### Clock network drawn from the DEF, run 1

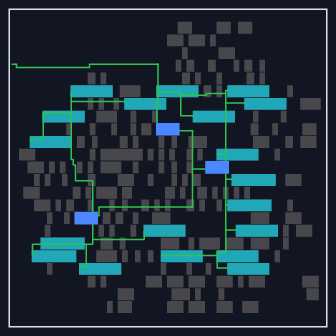
### Metal 3, run 1

Cells faint in the background.
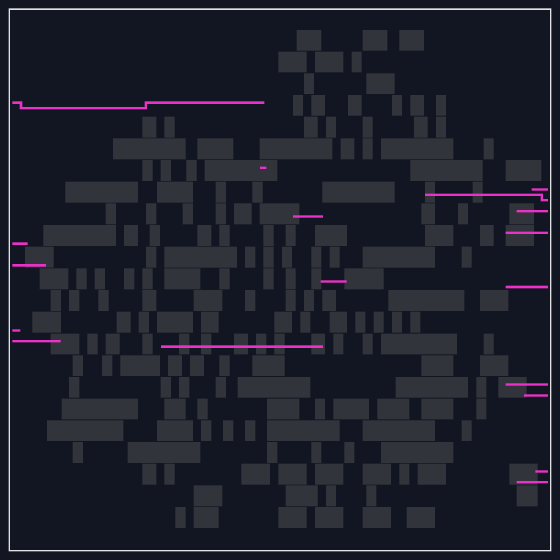
### Cells by drive strength, run 1

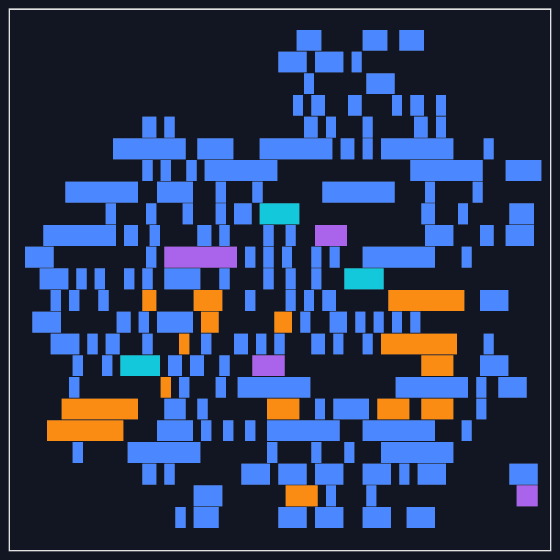
`src/rtl/shift_reg_sequencer_if.sv`:
```
// Request-side bus of the shift-register sequencer: word/direction handshake,
// serial input, flow control and the transfer result.
interface shift_reg_sequencer_if #(
   parameter int WIDTH = 4
);
   logic             start;
   logic             ready;
   logic             dir;
   logic [WIDTH-1:0] tx_word;
   logic             serial_in;
   logic             stall;
   logic             abort;
   logic             busy;
   logic             done;
   logic [WIDTH-1:0] rx_word;

   // Handshake: a transfer is accepted on a rising clock edge where start=1 and
   // ready=1; dir/tx_word are sampled on that edge. start while ready=0 is dropped.
   modport master (
      output start, dir, tx_word, serial_in, stall, abort,
      input  ready, busy, done, rx_word
   );

   modport slave (
      input  start, dir, tx_word, serial_in, stall, abort,
      output ready, busy, done, rx_word
   );
endinterface

```
`src/rtl/shift_reg_sequencer.sv`:
```
// Drives one right/left shift register through load, WIDTH shifts and capture,
// returning the shifted-in word to the requester with a one-cycle done pulse.
module shift_reg_sequencer #(
   parameter int WIDTH = 4,
   parameter int CNT_W = 3
) (
   input  logic                 clock,
   input  logic                 reset,
   shift_reg_sequencer_if.slave bus,
   output logic                 sr_en,
   output logic                 sr_pl,
   output logic                 sr_right_left,
   output logic                 sr_new_bit,
   output logic [WIDTH-1:0]     sr_din,
   input  logic [WIDTH-1:0]     sr_bits,
   output logic [1:0]           dbg_state
);

   typedef enum logic [1:0] {
      IDLE  = 2'd0,
      LOAD  = 2'd1,
      SHIFT = 2'd2,
      DONE  = 2'd3
   } state_t;

   localparam logic [CNT_W-1:0] LAST = CNT_W'(WIDTH - 1);

   state_t           state;
   logic [CNT_W-1:0] count;
   logic             dir_q;
   logic [WIDTH-1:0] word_q;
   logic [WIDTH-1:0] rx_q;
   logic             ready_q;
   logic             busy_q;
   logic             pl_q;
   logic             shift_q;
   logic             done_q;
   logic             done_w;

   always_ff @(posedge clock or posedge reset) begin
      if (reset) begin
         state   <= IDLE;
         count   <= '0;
         dir_q   <= 1'b0;
         word_q  <= '0;
         rx_q    <= '0;
         ready_q <= 1'b1;
         busy_q  <= 1'b0;
         pl_q    <= 1'b0;
         shift_q <= 1'b0;
         done_q  <= 1'b0;
      end else if (bus.abort && state != IDLE) begin
         // Cancel wins over stall and start; the result register is left untouched.
         state   <= IDLE;
         count   <= '0;
         ready_q <= 1'b1;
         busy_q  <= 1'b0;
         pl_q    <= 1'b0;
         shift_q <= 1'b0;
         done_q  <= 1'b0;
      end else begin
         case (state)
            IDLE: begin
               if (bus.start) begin
                  dir_q   <= bus.dir;
                  word_q  <= bus.tx_word;
                  state   <= LOAD;
                  ready_q <= 1'b0;
                  busy_q  <= 1'b1;
                  pl_q    <= 1'b1;
               end
            end
            LOAD: begin
               count   <= '0;
               state   <= SHIFT;
               pl_q    <= 1'b0;
               shift_q <= 1'b1;
            end
            SHIFT: begin
               if (!bus.stall) begin
                  if (count == LAST) begin
                     state   <= DONE;
                     shift_q <= 1'b0;
                     done_q  <= 1'b1;
                  end else begin
                     count <= count + 1'b1;
                  end
               end
            end
            DONE: begin
               rx_q    <= sr_bits;
               state   <= IDLE;
               ready_q <= 1'b1;
               busy_q  <= 1'b0;
               done_q  <= 1'b0;
            end
            default: begin
               state   <= IDLE;
               ready_q <= 1'b1;
               busy_q  <= 1'b0;
               pl_q    <= 1'b0;
               shift_q <= 1'b0;
               done_q  <= 1'b0;
            end
         endcase
      end
   end

   // In the DONE cycle the register already holds the final word, so it is
   // presented directly while done is high and held from rx_q afterwards.
   assign done_w        = done_q & ~bus.abort;
   assign bus.done      = done_w;
   assign bus.rx_word   = done_w ? sr_bits : rx_q;
   assign bus.ready     = ready_q;
   assign bus.busy      = busy_q;

   assign sr_en         = shift_q & ~bus.stall;
   assign sr_pl         = pl_q;
   assign sr_right_left = busy_q & dir_q;
   assign sr_din        = busy_q ? word_q : '0;
   assign sr_new_bit    = bus.serial_in;
   assign dbg_state     = state;

endmodule

```
`src/flat_wrapper.sv`:
```
// flat-port wrapper written by rule: the top's interface ports become plain ports
module shift_reg_sequencer_flat 
#(
   parameter int WIDTH = 4,
   parameter int CNT_W = 3
)
  (clock, reset, sr_en, sr_pl, sr_right_left, sr_new_bit, sr_din, sr_bits, dbg_state, bus_start, bus_dir, bus_tx_word, bus_serial_in, bus_stall, bus_abort, bus_ready, bus_busy, bus_done, bus_rx_word);
  shift_reg_sequencer_if #(.WIDTH(WIDTH)) bus_i ();
  input  logic clock;
  input  logic reset;
  output logic sr_en;
  output logic sr_pl;
  output logic sr_right_left;
  output logic sr_new_bit;
  output logic [WIDTH-1:0] sr_din;
  input  logic [WIDTH-1:0] sr_bits;
  output logic [1:0] dbg_state;
  input wire logic [$bits(bus_i.start)-1:0] bus_start;
  input wire logic [$bits(bus_i.dir)-1:0] bus_dir;
  input wire logic [$bits(bus_i.tx_word)-1:0] bus_tx_word;
  input wire logic [$bits(bus_i.serial_in)-1:0] bus_serial_in;
  input wire logic [$bits(bus_i.stall)-1:0] bus_stall;
  input wire logic [$bits(bus_i.abort)-1:0] bus_abort;
  output wire logic [$bits(bus_i.ready)-1:0] bus_ready;
  output wire logic [$bits(bus_i.busy)-1:0] bus_busy;
  output wire logic [$bits(bus_i.done)-1:0] bus_done;
  output wire logic [$bits(bus_i.rx_word)-1:0] bus_rx_word;
  assign bus_i.start = bus_start;
  assign bus_i.dir = bus_dir;
  assign bus_i.tx_word = bus_tx_word;
  assign bus_i.serial_in = bus_serial_in;
  assign bus_i.stall = bus_stall;
  assign bus_i.abort = bus_abort;
  assign bus_ready = bus_i.ready;
  assign bus_busy = bus_i.busy;
  assign bus_done = bus_i.done;
  assign bus_rx_word = bus_i.rx_word;
  shift_reg_sequencer #(.WIDTH(WIDTH), .CNT_W(CNT_W)) u_core (.clock(clock), .reset(reset), .bus(bus_i), .sr_en(sr_en), .sr_pl(sr_pl), .sr_right_left(sr_right_left), .sr_new_bit(sr_new_bit), .sr_din(sr_din), .sr_bits(sr_bits), .dbg_state(dbg_state));
endmodule
```
`config.mk`:
```
export PLATFORM = sky130hd
export DESIGN_NAME = shift_reg_sequencer_flat
export DESIGN_NICKNAME = d
export VERILOG_FILES = /design/src/rtl/shift_reg_sequencer_if.sv /design/src/rtl/shift_reg_sequencer.sv /design/src/flat_wrapper.sv
export SDC_FILE = /design/constraint.sdc
export NUM_CORES = 1
export LEC_CHECK = 0
export ABC_AREA = 1
export CELL_PAD_IN_SITES_DETAIL_PLACEMENT = 1
export CELL_PAD_IN_SITES_GLOBAL_PLACEMENT = 2
export CORE_UTILIZATION = 25
export DETAILED_ROUTE_END_ITERATION = 16
export GPL_TIMING_DRIVEN = 0
export PLACE_DENSITY = 0.84
export SYNTH_ARGS = -nofsm -noshare
export SYNTH_HDL_FRONTEND = slang
export SYNTH_SLANG_ARGS = --single-unit
export TNS_END_PERCENT = 1
```
`constraint.sdc`:
```
create_clock -name clock -period 1.56 [get_ports clock]
set_input_delay 0.156 -clock clock [delete_from_list [all_inputs] [get_ports clock]]
set_output_delay 0.156 -clock clock [all_outputs]
set_load 0.01 [all_outputs]
```
==> results.json, run 1 <==
{
  "status": "complete, no violations",
  "cts_tree": "yes",
  "wl_per_cell_um": 11.4,
  "yosysWarnings": 0,
  "fin_crit_ps": 1500,
  "setup_viol": 0,
  "drive_gt1_share_pct": 12.3,
  "pg_comb_mw": 1.59,
  "fmaxAchievable_mhz": 666,
  "top_area_share_pct": 41.7,
  "worstSkewPairLatency_ps": 260,
  "cp_num_buf_inv": 2,
  "area_growth_pct": 41.4,
  "clock_sinks": 19,
  "post_dp_cell_area_mm2": 0.00144,
  "ys_types": 13,
  "use_met1_pct": 15.6,
  "lay_top_count": "nand2_1",
  "r2r-start": "u_core.count[0]",
  "antenna_found_initial": 0,
  "powerDensity_mw_per_mm2": 1860,
  "ys_sh_mux_pct": 5.21,
  "cp_top_family": "buffers and inverters",
  "wl_met1_um": 1180,
  "ys_cells": 145,
  "fp_util_pct": 26.4,
  "syn_inst": 145,
  "netlist_top_cells_area": "dfrtp_1, nand2_1, inv_1, ha_1, mux2_2",
  "dr.pass1.iters": 3,
  "max-slew-margin-rel_pct": 51.6,
  "swShare_pct": 41.7,
  "ios": 32,
  "cp-endpoint": "sr_right_left",
  "post_cts_resized": 11,
  "cts_inserted_buffers": 3,
  "critPathArrivalTime_ps": 1350,
  "synth.most_common_cell": "nand2_1",
  "viasPerCell": 4.36,
  "yosysTopAreaCell": "dfrtp_1",
  "rows": 23,
  "warnings": 29,
  "fill_cells": 526,
  "hold_class": "in2async",
  "clkPwrFrac_pct": 12.2,
  "crit_path_top_delay_cell": "clkdlybuf4s50_1",
  "clock_power_mw": 0.346,
  "crit_fanout": 7,
  "hold_viol": 0,
  "ctsLongestPathBuffers": 2,
  "drt_iter0_markers": 28,
  "seq_area_frac_synth_pct": 44.1,
  "ant_nets": 0,
  "io_buffers": 30,
  "htreeDepth": 1,
  "routed_wl_um": 2610,
  "combPwrFrac_pct": 55.9,
  "syn-mean-instance-area_um2": 7.45,
  "gp_congestion": 0.794,
  "ir_drop_mv": 0.703,
  "edf_count": 0,
  "dp_hpwl_um": 2040,
  "grt_pass1_wl_um": 4510,
  "startpoint": "u_core.bus.busy",
  "syn-num-nets": 166,
  "crit_path_end_kind": "output pin",
  "crit_chain": "nand2_1 -> inv_1 -> clkdlybuf4s50_1",
  "final_area_mm2": 0.00153,
  "logic_area_um2": 529,
  "cts_root_buf": "clkbuf_8",
  "seq_area_um2": 480,
  "xor_area_share_pct": 0,
  "finalPower_mw": 2.85,
  "grt_start_max_net_pins": 20,
  "chip_area_mm2": 0.00459,
  "grt.met2_usage_pct": 22.8,
  "grt_busiest_layer": "met2",
  "die_w_um": 67.7,
  "grt_pass1_vias": 1019,
  "adder_share_pct": 6.95,
  "layout.nets": 201,
  "cpPeakStageDelay_ps": 530,
  "final_layout_top_logic_cells": "nand2_1, inv_1, clkdlybuf4s50_1",
  "drcViolationCount": 0,
  "compound_area_share_pct": 5.79,
  "critical_path_class": "reg2out",
  "maxPowerGroup": "combinational logic",
  "core_mm2": 0.00409,
  "required_ps": 1400,
  "crit_cells": 3,
  "power_frac_seq_pct": 32.0,
  "syn_area_mm2": 0.00108,
  "grtUsageMet3_pct": 4.22,
  "r2r-end": "u_core.count[0]",
  "cap_violations": 0,
  "vias": 998,
  "synthArstFlopShare_pct": 100,
  "netlist_top_cells_count": "nand2_1, inv_1, dfrtp_1, nor2_1, o21ai_0",
  "track_usage_pct": 13.3,
  "worst_slew_pin_slew_ps": 725,
  "p_int_mw": 1.66,
  "ctsHoldBuffers": 0,
  "wl_met3_um": 115,
  "p_seq_mw": 0.910,
  "ys_chip_area_mm2": 0.00108,
  "maxUsedRoutingLayer": "met4",
  "met2_length_um": 1300,
  "cts_setup_buffers": 0,
  "top_regs": "u_core.rx_q: 4 flops, u_core.word_q: 4 flops, u_core.count: 3 flops",
  "r2r_slack_ps": 110,
  "rr_worst_depth": 8,
  "finalCritPeriodShare_pct": 96.3,
  "n_antenna_cell": 0,
  "power.switching_mw": 1.19,
  "fin_skew_ps": 3.97,
  "flop_cell": "dfrtp_1",
  "cp-start-kind": "register"
}
Notes on 'Clock network drawn from the DEF' above:
[flip-flops] cyan | count: 19
[clock wires] green | length: 284 µm
[clock-net drivers] blue | count: 3
routed clock nets: 4

Notes on 'Metal 3' above:
nets with wire on the layer: 15
wire length on this layer: 115 µm

Notes on 'Cells by drive strength' above:
| size | colour | cells | share | most used |
|---|---|---|---|---|
| x1 and smaller | blue | 157 | 88% | nand2_1 |
| x2 | orange | 15 | 8.4% | mux2_2 |
| x3 and x4 | purple | 4 | 2.2% | nand2_4 |
| x6 and larger | cyan | 3 | 1.7% | clkbuf_8 |

run 1: cell type report:
| class | count | share of cell area, % |
|---|---|---|
| Tap cell | 50 | 4.10 |
| Clock inverter | 1 | 0.328 |
| Inverter | 27 | 6.64 |
| Buffer | 1 | 0.492 |
| Clock buffer | 3 | 2.70 |
| Sequential cell | 19 | 31.5 |
| Timing Repair Buffer | 30 | 19.6 |
| Multi-Input combinational cell | 98 | 34.7 |
run 1: metrics by stage:
step           instances  TNS [ps]  setup slack, ps
6_report             229         0             58.1
5_1_grt              229     -9.93            -9.93
4_1_cts              229         0             11.2
3_5_place_dp         225     -2320             -388
3_3_place_gp         225     -1740             -370
2_1_floorplan        145         0              143
--- run 2 (diff from run 1) ---
--- a/config.mk
+++ b/config.mk
@@ -12,6 +12,7 @@
 export DETAILED_ROUTE_END_ITERATION = 16
 export GPL_TIMING_DRIVEN = 0
 export PLACE_DENSITY = 0.84
+export SKIP_CTS_REPAIR_TIMING = 1
 export SYNTH_ARGS = -nofsm -noshare
 export SYNTH_HDL_FRONTEND = slang
 export SYNTH_SLANG_ARGS = --single-unit
### Routing congestion, run 2

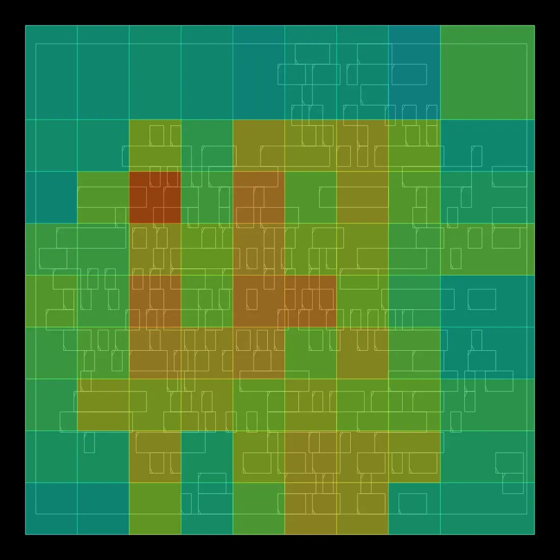
met3 usage: 4.22%
met2 Use GR: 22.8%
Total GRT Usage: 13.3%

==> results.json, run 2 <==
{
  "status": "complete, no violations",
  "wl_met3_um": 114,
  "n_antenna_cell": 0,
  "inverters_excl_clock": 27,
  "seq_area_frac_synth_pct": 44.1,
  "gp_congestion": 0.794,
  "pg_comb_mw": 1.59,
  "maxPowerGroup": "combinational logic",
  "powerDensity_mw_per_mm2": 1860,
  "instances_no_fill": 229,
  "grt_pass1_wl_um": 4510,
  "max-slew-margin-rel_pct": 51.7,
  "syn_inst": 145,
  "cts_root_buf": "clkbuf_8",
  "lay_top_count": "nand2_1",
  "hold_class": "in2async",
  "area_growth_pct": 41.9,
  "fmaxAchievable_mhz": 666,
  "drive_gt1_share_pct": 11.7,
  "fill_cells": 525,
  "swShare_pct": 41.3,
  "seq_area_um2": 480,
  "chip_area_mm2": 0.00459,
  "ys_types": 13,
  "drcViolationCount": 0,
  "top_area_share_pct": 41.7,
  "clock_sinks": 19,
  "critPathArrivalTime_ps": 1350,
  "ys_cells": 145,
  "r2r-start": "u_core.dbg_state[0]",
  "fp_util_pct": 26.4,
  "combPwrFrac_pct": 55.9,
  "yosysWarnings": 0,
  "viasPerCell": 4.35,
  "finalCritPeriodShare_pct": 96.3,
  "hold_viol": 0,
  "required_ps": 1400,
  "die_w_um": 67.7,
  "wl_met1_um": 1170,
  "io_buffers": 30,
  "grt_pass1_vias": 1019,
  "setup_viol": 0,
  "htreeDepth": 1,
  "final_layout_top_logic_cells": "nand2_1, inv_1, clkdlybuf4s50_1",
  "post_dp_cell_area_mm2": 0.00144,
  "maxUsedRoutingLayer": "met4",
  "final_area_mm2": 0.00153,
  "clk_share_pct": 3.02,
  "clkPwrFrac_pct": 12.1,
  "warnings": 30,
  "dominant_cells": "combinational gates",
  "crit_chain": "nand2_1 -> inv_1 -> clkdlybuf4s50_1",
  "fin_crit_ps": 1500,
  "ys_chip_area_mm2": 0.00108,
  "netlist_top_cells_count": "nand2_1, inv_1, dfrtp_1, nor2_1, o21ai_0",
  "ctsLongestPathBuffers": 2,
  "use_met1_pct": 15.6,
  "syn-num-nets": 166,
  "clock_buffers": 3,
  "ir_drop_mv": 0.704,
  "nWellTaps": 50,
  "critical_path_class": "reg2out",
  "logic_area_um2": 517,
  "cpPeakStageDelay_ps": 530,
  "power_frac_seq_pct": 31.9,
  "power.switching_mw": 1.18,
  "comb-cell-share_pct": 33.7,
  "top_regs": "u_core.rx_q: 4 flops, u_core.word_q: 4 flops, u_core.count: 3 flops",
  "worstSkewPairLatency_ps": 260,
  "syn-mean-instance-area_um2": 7.45,
  "grt_busiest_layer": "met2",
  "cp_num_buf_inv": 2,
  "routed_wl_um": 2590,
  "cap_violations": 0,
  "dr.pass1.iters": 3,
  "worst_slew_pin_slew_ps": 724,
  "ys_sh_mux_pct": 5.21
}
### Gate families picked out, run 2

The bar under the picture is 20 µm long.
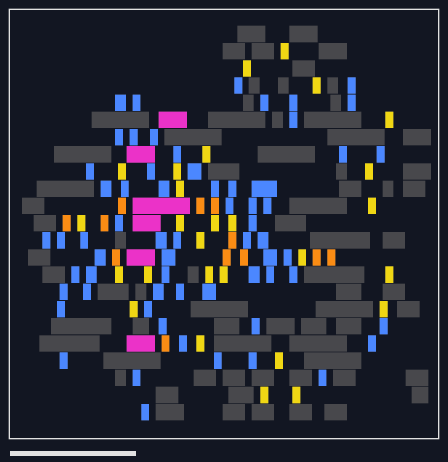
| family | colour | cells |
|---|---|---|
| nor cells | orange | 12 |
| fa/ha/maj cells | magenta | 6 |
| inv cells | yellow | 27 |
| nand cells | blue | 63 |

-- run 2: cell counts after synthesis --
No cell type changed its count.
-- run 2: how the worst max path moves through the flow --
stage	depth (start not counted)	end	slack, ps	start
after detailed placement	6	bus_rx_word[1]	-390	bus_abort
after global routing	8	u_core.dbg_state[0]	-30	u_core.dbg_state[0]
after CTS	6	bus_rx_word[0]	-410	bus_abort
final	3	sr_right_left	60	u_core.bus.busy
after global placement	6	bus_rx_word[0]	-370	bus_abort
after floorplan	8	u_core.count[2]	140	u_core.dbg_state[0]
-- run 2: through the flow --
stage	hold WS [ps]	setup WS, ps	total power, mW
floorplan	106	143	1.81
global placement	461	-370	2.42
detailed placement	468	-388	2.49
CTS	353	-406	2.86
global route	365	-33.5	3.14
finish	326	57.9	2.85
No activity file was given, so power comes from the tool's default toggle rates.
